==> run_1/layer_met4.png <==
Drawn at 2 px/µm. Supply wires on this layer in grey.
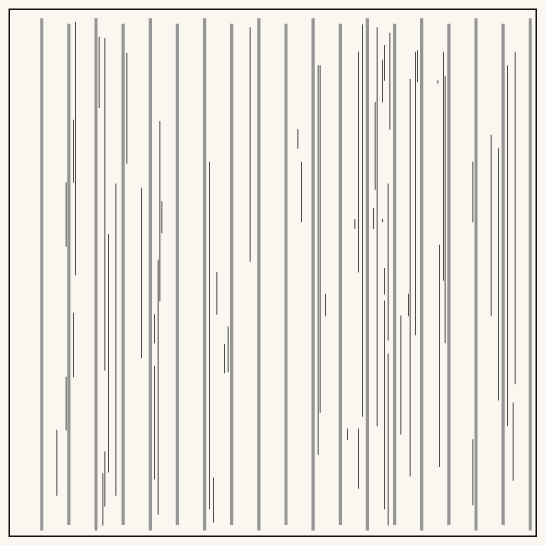
==> run_1/metal_density.png <==
Drawn at 1.5 px/µm. 26 x 26 tiles, from white (low) to dark blue (high), scaled to the fullest tile. Values are wire area over tile area, all layers added.
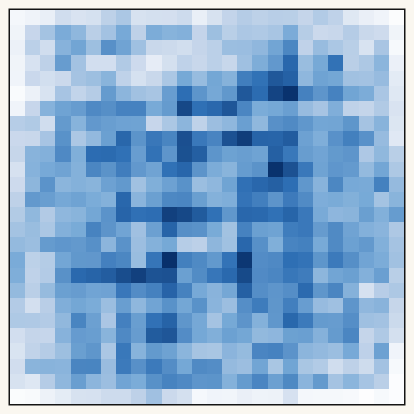
==> run_1/detail.png <==
Window x 116 to 146, y 64 to 94 µm. Cells in grey, sequential cells in the stronger grey; small squares are vias.
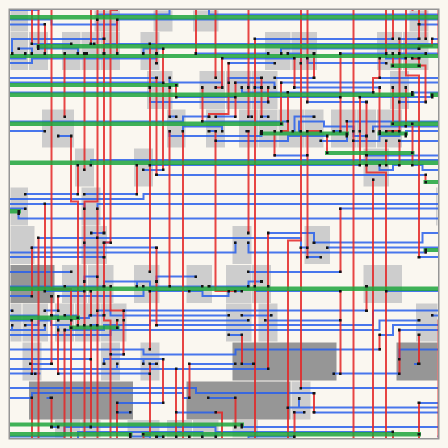
[src/rtl/dma_rdata_realigner_if.sv]
// Handshake bundle between the DMA reader control/R channel and the realigner:
// cfg handshake, input beat stream and realigned output beat stream.
interface dma_rdata_realigner_if #(
    parameter int DATA_WIDTH = 128,
    parameter int WOFFS_BITS = 4
);
    logic                  i_cfg_valid;
    logic                  o_cfg_ready;
    logic [WOFFS_BITS-1:0] i_cfg_offs;
    logic [7:0]            i_cfg_len;

    logic                  i_s_valid;
    logic                  o_s_ready;
    logic [DATA_WIDTH-1:0] i_s_data;
    logic                  i_s_last;

    logic                  o_m_valid;
    logic                  i_m_ready;
    logic [DATA_WIDTH-1:0] o_m_data;
    logic                  o_m_last;

    modport slave (
        input  i_cfg_valid, i_cfg_offs, i_cfg_len,
        input  i_s_valid, i_s_data, i_s_last,
        input  i_m_ready,
        output o_cfg_ready, o_s_ready,
        output o_m_valid, o_m_data, o_m_last
    );

    modport master (
        output i_cfg_valid, i_cfg_offs, i_cfg_len,
        output i_s_valid, i_s_data, i_s_last,
        output i_m_ready,
        input  o_cfg_ready, o_s_ready,
        input  o_m_valid, o_m_data, o_m_last
    );
endinterface

[src/rtl/dma_rdata_realigner.sv]
// Element-granular read-data realigner: shifts a beat stream starting at element k so output beats are word-aligned.
// Optional sticky last-flag protocol check is enabled with `define DMA_REALIGN_ERR_EN.
//
// state  | meaning
// IDLE   | waiting for a cfg handshake
// PRIME  | k!=0: first input beat goes to the hold register only
// STREAM | each input beat produces one realigned output beat
// FLUSH  | last output beat loaded, waiting for its handshake
module dma_rdata_realigner #(
    parameter int DATA_WIDTH = 128,
    parameter int ELM_BITS   = 8
) (
    input  logic                  i_clk,
    input  logic                  i_rst,
    dma_rdata_realigner_if.slave  bus,
    output logic                  o_busy,
    output logic                  o_err
);
    localparam int N_ELEMENTS = DATA_WIDTH / ELM_BITS;
    localparam int WOFFS_BITS = $clog2(N_ELEMENTS);

    typedef enum logic [1:0] {
        S_IDLE,
        S_PRIME,
        S_STREAM,
        S_FLUSH
    } state_t;

    state_t                  r_state;
    logic [WOFFS_BITS-1:0]   r_offs;
    logic [7:0]              r_len;
    logic [8:0]              r_cnt;
    logic [DATA_WIDTH-1:0]   r_hold;
    logic [DATA_WIDTH-1:0]   r_m_data;
    logic                    r_m_valid;
    logic                    r_m_last;

    logic                    w_s_ready;
    logic                    w_s_hs;
    logic                    w_m_hs;
    logic                    w_cnt_final;
    logic [2*DATA_WIDTH-1:0] w_cat;
    logic [DATA_WIDTH-1:0]   w_aligned;

    always_comb begin
        w_s_ready = 1'b0;
        case (r_state)
            S_PRIME:  w_s_ready = 1'b1;
            S_STREAM: w_s_ready = !r_m_valid || bus.i_m_ready;
            default:  w_s_ready = 1'b0;
        endcase
    end

    assign w_s_hs      = bus.i_s_valid && w_s_ready;
    assign w_m_hs      = r_m_valid && bus.i_m_ready;
    assign w_cnt_final = (r_cnt == {1'b0, r_len});

    // Output element e takes hold[e+k] while it exists, otherwise in[e+k-N].
    always_comb begin
        w_cat     = {bus.i_s_data, r_hold};
        w_aligned = bus.i_s_data;
        if (r_offs != '0)
            w_aligned = w_cat[int'(r_offs) * ELM_BITS +: DATA_WIDTH];
    end

    always_ff @(posedge i_clk) begin
        if (i_rst) begin
            r_state   <= S_IDLE;
            r_offs    <= '0;
            r_len     <= '0;
            r_cnt     <= '0;
            r_hold    <= '0;
            r_m_data  <= '0;
            r_m_valid <= 1'b0;
            r_m_last  <= 1'b0;
        end else begin
            if (w_m_hs)
                r_m_valid <= 1'b0;
            case (r_state)
                S_IDLE: begin
                    if (bus.i_cfg_valid) begin
                        r_offs  <= bus.i_cfg_offs;
                        r_len   <= bus.i_cfg_len;
                        r_cnt   <= '0;
                        r_state <= (bus.i_cfg_offs != '0) ? S_PRIME : S_STREAM;
                    end
                end
                S_PRIME: begin
                    if (w_s_hs) begin
                        r_hold  <= bus.i_s_data;
                        r_state <= S_STREAM;
                    end
                end
                S_STREAM: begin
                    if (w_s_hs) begin
                        r_m_data  <= w_aligned;
                        r_m_valid <= 1'b1;
                        r_m_last  <= w_cnt_final;
                        r_cnt     <= r_cnt + 9'd1;
                        r_hold    <= bus.i_s_data;
                        if (w_cnt_final)
                            r_state <= S_FLUSH;
                    end
                end
                S_FLUSH: begin
                    if (w_m_hs)
                        r_state <= S_IDLE;
                end
                default: r_state <= S_IDLE;
            endcase
        end
    end

    // Gated by reset so no handshake can complete during the reset cycle.
    assign bus.o_cfg_ready = (r_state == S_IDLE) && !i_rst;
    assign bus.o_s_ready   = w_s_ready && !i_rst;
    assign bus.o_m_valid   = r_m_valid && !i_rst;
    assign bus.o_m_data    = r_m_data;
    assign bus.o_m_last    = r_m_last;
    assign o_busy          = (r_state != S_IDLE);

`ifdef DMA_REALIGN_ERR_EN
    logic [8:0] r_in_cnt;
    logic       r_err;
    logic [8:0] w_in_final;

    assign w_in_final = {1'b0, r_len} + 9'(r_offs != '0);

    always_ff @(posedge i_clk) begin
        if (i_rst) begin
            r_in_cnt <= '0;
            r_err    <= 1'b0;
        end else if (r_state == S_IDLE) begin
            r_in_cnt <= '0;
        end else if (w_s_hs) begin
            r_in_cnt <= r_in_cnt + 9'd1;
            if (bus.i_s_last != (r_in_cnt == w_in_final))
                r_err <= 1'b1;
        end
    end

    assign o_err = r_err;
`else
    logic w_unused_last;
    assign w_unused_last = bus.i_s_last;
    assign o_err         = 1'b0;
`endif
endmodule

[src/flat_wrapper.sv]
// flat-port wrapper written by rule: the top's interface ports become plain ports
module dma_rdata_realigner_flat 
#(
    parameter int DATA_WIDTH = 128,
    parameter int ELM_BITS   = 8
)
  (i_clk, i_rst, o_busy, o_err, bus_i_cfg_valid, bus_i_cfg_offs, bus_i_cfg_len, bus_i_s_valid, bus_i_s_data, bus_i_s_last, bus_i_m_ready, bus_o_cfg_ready, bus_o_s_ready, bus_o_m_valid, bus_o_m_data, bus_o_m_last);
  dma_rdata_realigner_if #(.DATA_WIDTH(DATA_WIDTH), .WOFFS_BITS(4)) bus_i ();
  input  logic i_clk;
  input  logic i_rst;
  output logic o_busy;
  output logic o_err;
  input wire logic [$bits(bus_i.i_cfg_valid)-1:0] bus_i_cfg_valid;
  input wire logic [$bits(bus_i.i_cfg_offs)-1:0] bus_i_cfg_offs;
  input wire logic [$bits(bus_i.i_cfg_len)-1:0] bus_i_cfg_len;
  input wire logic [$bits(bus_i.i_s_valid)-1:0] bus_i_s_valid;
  input wire logic [$bits(bus_i.i_s_data)-1:0] bus_i_s_data;
  input wire logic [$bits(bus_i.i_s_last)-1:0] bus_i_s_last;
  input wire logic [$bits(bus_i.i_m_ready)-1:0] bus_i_m_ready;
  output wire logic [$bits(bus_i.o_cfg_ready)-1:0] bus_o_cfg_ready;
  output wire logic [$bits(bus_i.o_s_ready)-1:0] bus_o_s_ready;
  output wire logic [$bits(bus_i.o_m_valid)-1:0] bus_o_m_valid;
  output wire logic [$bits(bus_i.o_m_data)-1:0] bus_o_m_data;
  output wire logic [$bits(bus_i.o_m_last)-1:0] bus_o_m_last;
  assign bus_i.i_cfg_valid = bus_i_cfg_valid;
  assign bus_i.i_cfg_offs = bus_i_cfg_offs;
  assign bus_i.i_cfg_len = bus_i_cfg_len;
  assign bus_i.i_s_valid = bus_i_s_valid;
  assign bus_i.i_s_data = bus_i_s_data;
  assign bus_i.i_s_last = bus_i_s_last;
  assign bus_i.i_m_ready = bus_i_m_ready;
  assign bus_o_cfg_ready = bus_i.o_cfg_ready;
  assign bus_o_s_ready = bus_i.o_s_ready;
  assign bus_o_m_valid = bus_i.o_m_valid;
  assign bus_o_m_data = bus_i.o_m_data;
  assign bus_o_m_last = bus_i.o_m_last;
  dma_rdata_realigner #(.DATA_WIDTH(DATA_WIDTH), .ELM_BITS(ELM_BITS)) u_core (.i_clk(i_clk), .i_rst(i_rst), .bus(bus_i), .o_busy(o_busy), .o_err(o_err));
endmodule
[config.mk]
export PLATFORM = sky130hd
export DESIGN_NAME = dma_rdata_realigner_flat
export DESIGN_NICKNAME = d
export VERILOG_FILES = /design/src/rtl/dma_rdata_realigner_if.sv /design/src/rtl/dma_rdata_realigner.sv /design/src/flat_wrapper.sv
export SDC_FILE = /design/constraint.sdc
export NUM_CORES = 1
export LEC_CHECK = 0
export ABC_AREA = 1
export CAP_MARGIN = 20
export CORE_MARGIN = 2
export CORE_UTILIZATION = 30
export CTS_CLUSTER_DIAMETER = 50
export DETAILED_ROUTE_END_ITERATION = 6
export PLACE_DENSITY = 0.47
export SLEW_MARGIN = 40
export SYNTH_ARGS = -nofsm -noshare
export SYNTH_HDL_FRONTEND = slang
export SYNTH_SLANG_ARGS = --single-unit
[constraint.sdc]
create_clock -name i_clk -period 3.1 [get_ports i_clk]
set_clock_uncertainty 0.2 [all_clocks]
set_input_delay 0.31 -clock i_clk [delete_from_list [all_inputs] [get_ports i_clk]]
set_output_delay 0.31 -clock i_clk [all_outputs]
set_load 0.005 [all_outputs]
==> flow_summary.toml, run 1 <==
# implementation run metrics
[outcome]
status = "finished clean"

[final_timing]
fin_ws_ns = 0.260
max_slew_margin_pct = 47.6
rsz0062_at_grt = "false"

[drt]
drc_errors = 0

[cts]
post_cts_buffers = 0
cts_tree = "built"
cts_max_level = 2

[final_layout]
inv_count = 232
bufAreaShareNonClock_pct = 16.1
regArea_um2 = 5640
nClkBuffers = 64
final_core_util_pct = 39.4
num-nonclk-buffers = 414

[synthesis]
ys_top_cells_by_area = "dfxtp_1 28%, nand3_1 16%, nand2_1 16%, a21oi_1 10%, o21ai_0 8.9%"
ys_cells = 3383
largest_area_cell = "dfxtp_1"

[global_routing]
grt_util_met1_pct = 49.4
use_met2_pct = 49.3
grt_busiest_layer = "met1"

[floorplanning]
dieWidth_um = 263
coreArea_um2 = 66000

[placement]
dp_slack_ns = 0.270

[critical_path]
cp.arrival_ns = 2.33
r2r_start = "u_core.r_state[0]$_SDFFE_PP0P_"

[pwr]
p_clk_share_pct = 29.1
## Picture notes: layer_met4.png
41 nets have wire on it. The wires run mostly vertical.
vias: 25100
final WL: 122000 µm

## Picture notes: metal_density.png
The densest ninth of the die: centre. 48% of the tiles are over half the peak. The mean over all tiles is 0.29. 0.60% of the tiles are nearly empty.
routed len/inst: 27.2 µm
Global Route Usage Sum: 34.2%

## Picture notes: detail.png
metal 2: drawn in red. metal 1: drawn in blue. metal 3: drawn in green.
Sequential cells in the window: 3. Most frequent: nand3_1 (18), nand2_1 (17), inv_1 (6). Netlist names of flops here include `u_core.r_hold` (3). 60 logic cells have their middle in the window.

-- run 1: critical path, stage by stage, from the launching register on --
cell and delay [ns]:
dfxtp_1 0.34, inv_1 0.09, ha_1 0.33, nand2_1 0.11, nand2_2 0.10, nand2_1 0.07
nor2_1 0.12, clkdlybuf4s50_1 0.55
-- run 1: flip-flops by register name, indices dropped and copies added, names as in the netlist --
name and flops:
u_core.bus.o_m_data 128, u_core.r_len 8, u_core.bus.o_m_last 1, u_core.r_cnt 9, u_core.r_state 2, u_core.r_m_valid 1
u_core.r_hold 128, u_core.r_offs 4
-- run 1: stage by stage --
stage	total power, mW	instance area, µm²
after CTS	21.7	26000
after detailed placement	15.3	24100
after global routing	23.0	26000
after floorplan	10.5	20100
final	22.0	26000
after global placement	15.3	24100
==> run_1/logic_types.png <==
Drawn at 2 px/µm.
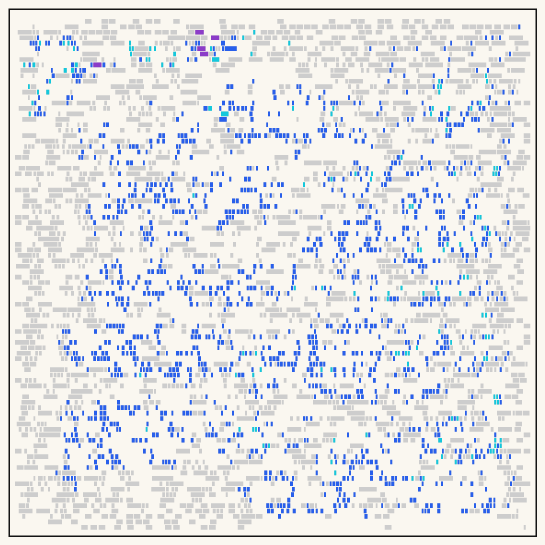

## Run 2: what changed since run 1
==> constraint.sdc (replaced) <==
create_clock -name i_clk -period 3.1 [get_ports i_clk]
set_clock_uncertainty 0.2 [all_clocks]
set_input_delay 0.465 -clock i_clk [delete_from_list [all_inputs] [get_ports i_clk]]
set_output_delay 0.465 -clock i_clk [all_outputs]
set_load 0.005 [all_outputs]
==> run_2/logic_types.png <==
Drawn at 2 px/µm.
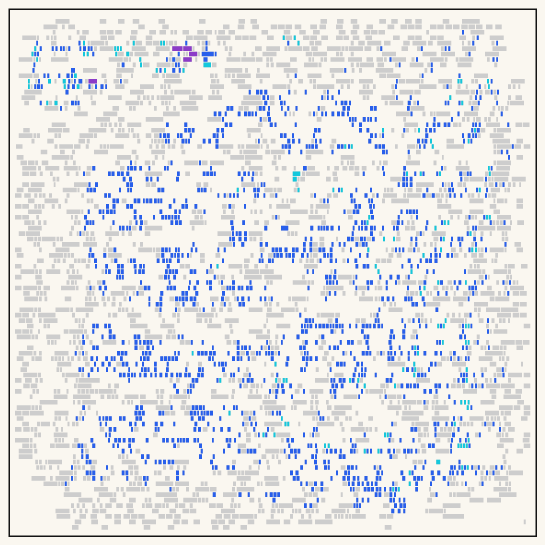
nor cells: drawn in cyan, cells 137, most used nor2_1, where widely spread. nand cells: drawn in blue, cells 1480, most used nand2_1, where widely spread. fa/ha/maj cells: drawn in purple, cells 5, most used ha_1.

==> flow_summary.toml, run 2 <==
# implementation run metrics
[global_routing]
grt_util_met1_pct = 48.4
global_route.usage.total_pct = 33.7
use_met2_pct = 48.2

[synthesis]
ys_top_cells_by_area = "dfxtp_1 28%, nand3_1 16%, nand2_1 16%, a21oi_1 10%, o21ai_0 8.9%"
largest_area_cell = "dfxtp_1"

[final_layout]
num-nonclk-buffers = 432
regArea_um2 = 5640
bufAreaShareNonClock_pct = 16.3

[critical_path]
worst-path-buf-inv = 2
r2r_start = "u_core.r_offs[0]$_SDFFE_PP0P_"
crit_path_frequent_cell = "nand2_1"
cp_cell_sequence = "inv_1, ha_2, nand2_1, nand2_2, nand2_1, nor2_1, clkdlybuf4s50_1"
cp.arrival_ns = 2.22

[cts]
cts_max_level = 2
post_cts_buffers = 0
cts_tree = "built"

[drt]
drc_errors = 0
wirelength_um = 120000

[pwr]
p_clk_share_pct = 28.3

[floorplanning]
dieWidth_um = 263
coreArea_um2 = 66000

[outcome]
status = "finished clean"
run 2: power by group through the flow:
| stage | sequential (mW) | clock (mW) | combinational [mW] |
|---|---|---|---|
| floorplan | 4.22 | 0 | 6.30 |
| global placement | 4.41 | 0 | 10.7 |
| detailed placement | 4.41 | 0 | 10.7 |
| CTS | 4.34 | 6.19 | 10.7 |
| global route | 4.39 | 6.34 | 11.8 |
| finish | 4.36 | 6.09 | 11.1 |
run 2: stage by stage:
step           instance area, µm²  setup WS [ns]
2_1_floorplan               20100           1.18
5_1_grt                     25900         0.0486
6_report                    25900          0.218
3_5_place_dp                24100          0.298
4_1_cts                     25900          0.117
3_3_place_gp                24100          0.274
Power is estimated from default activity; no workload was simulated.
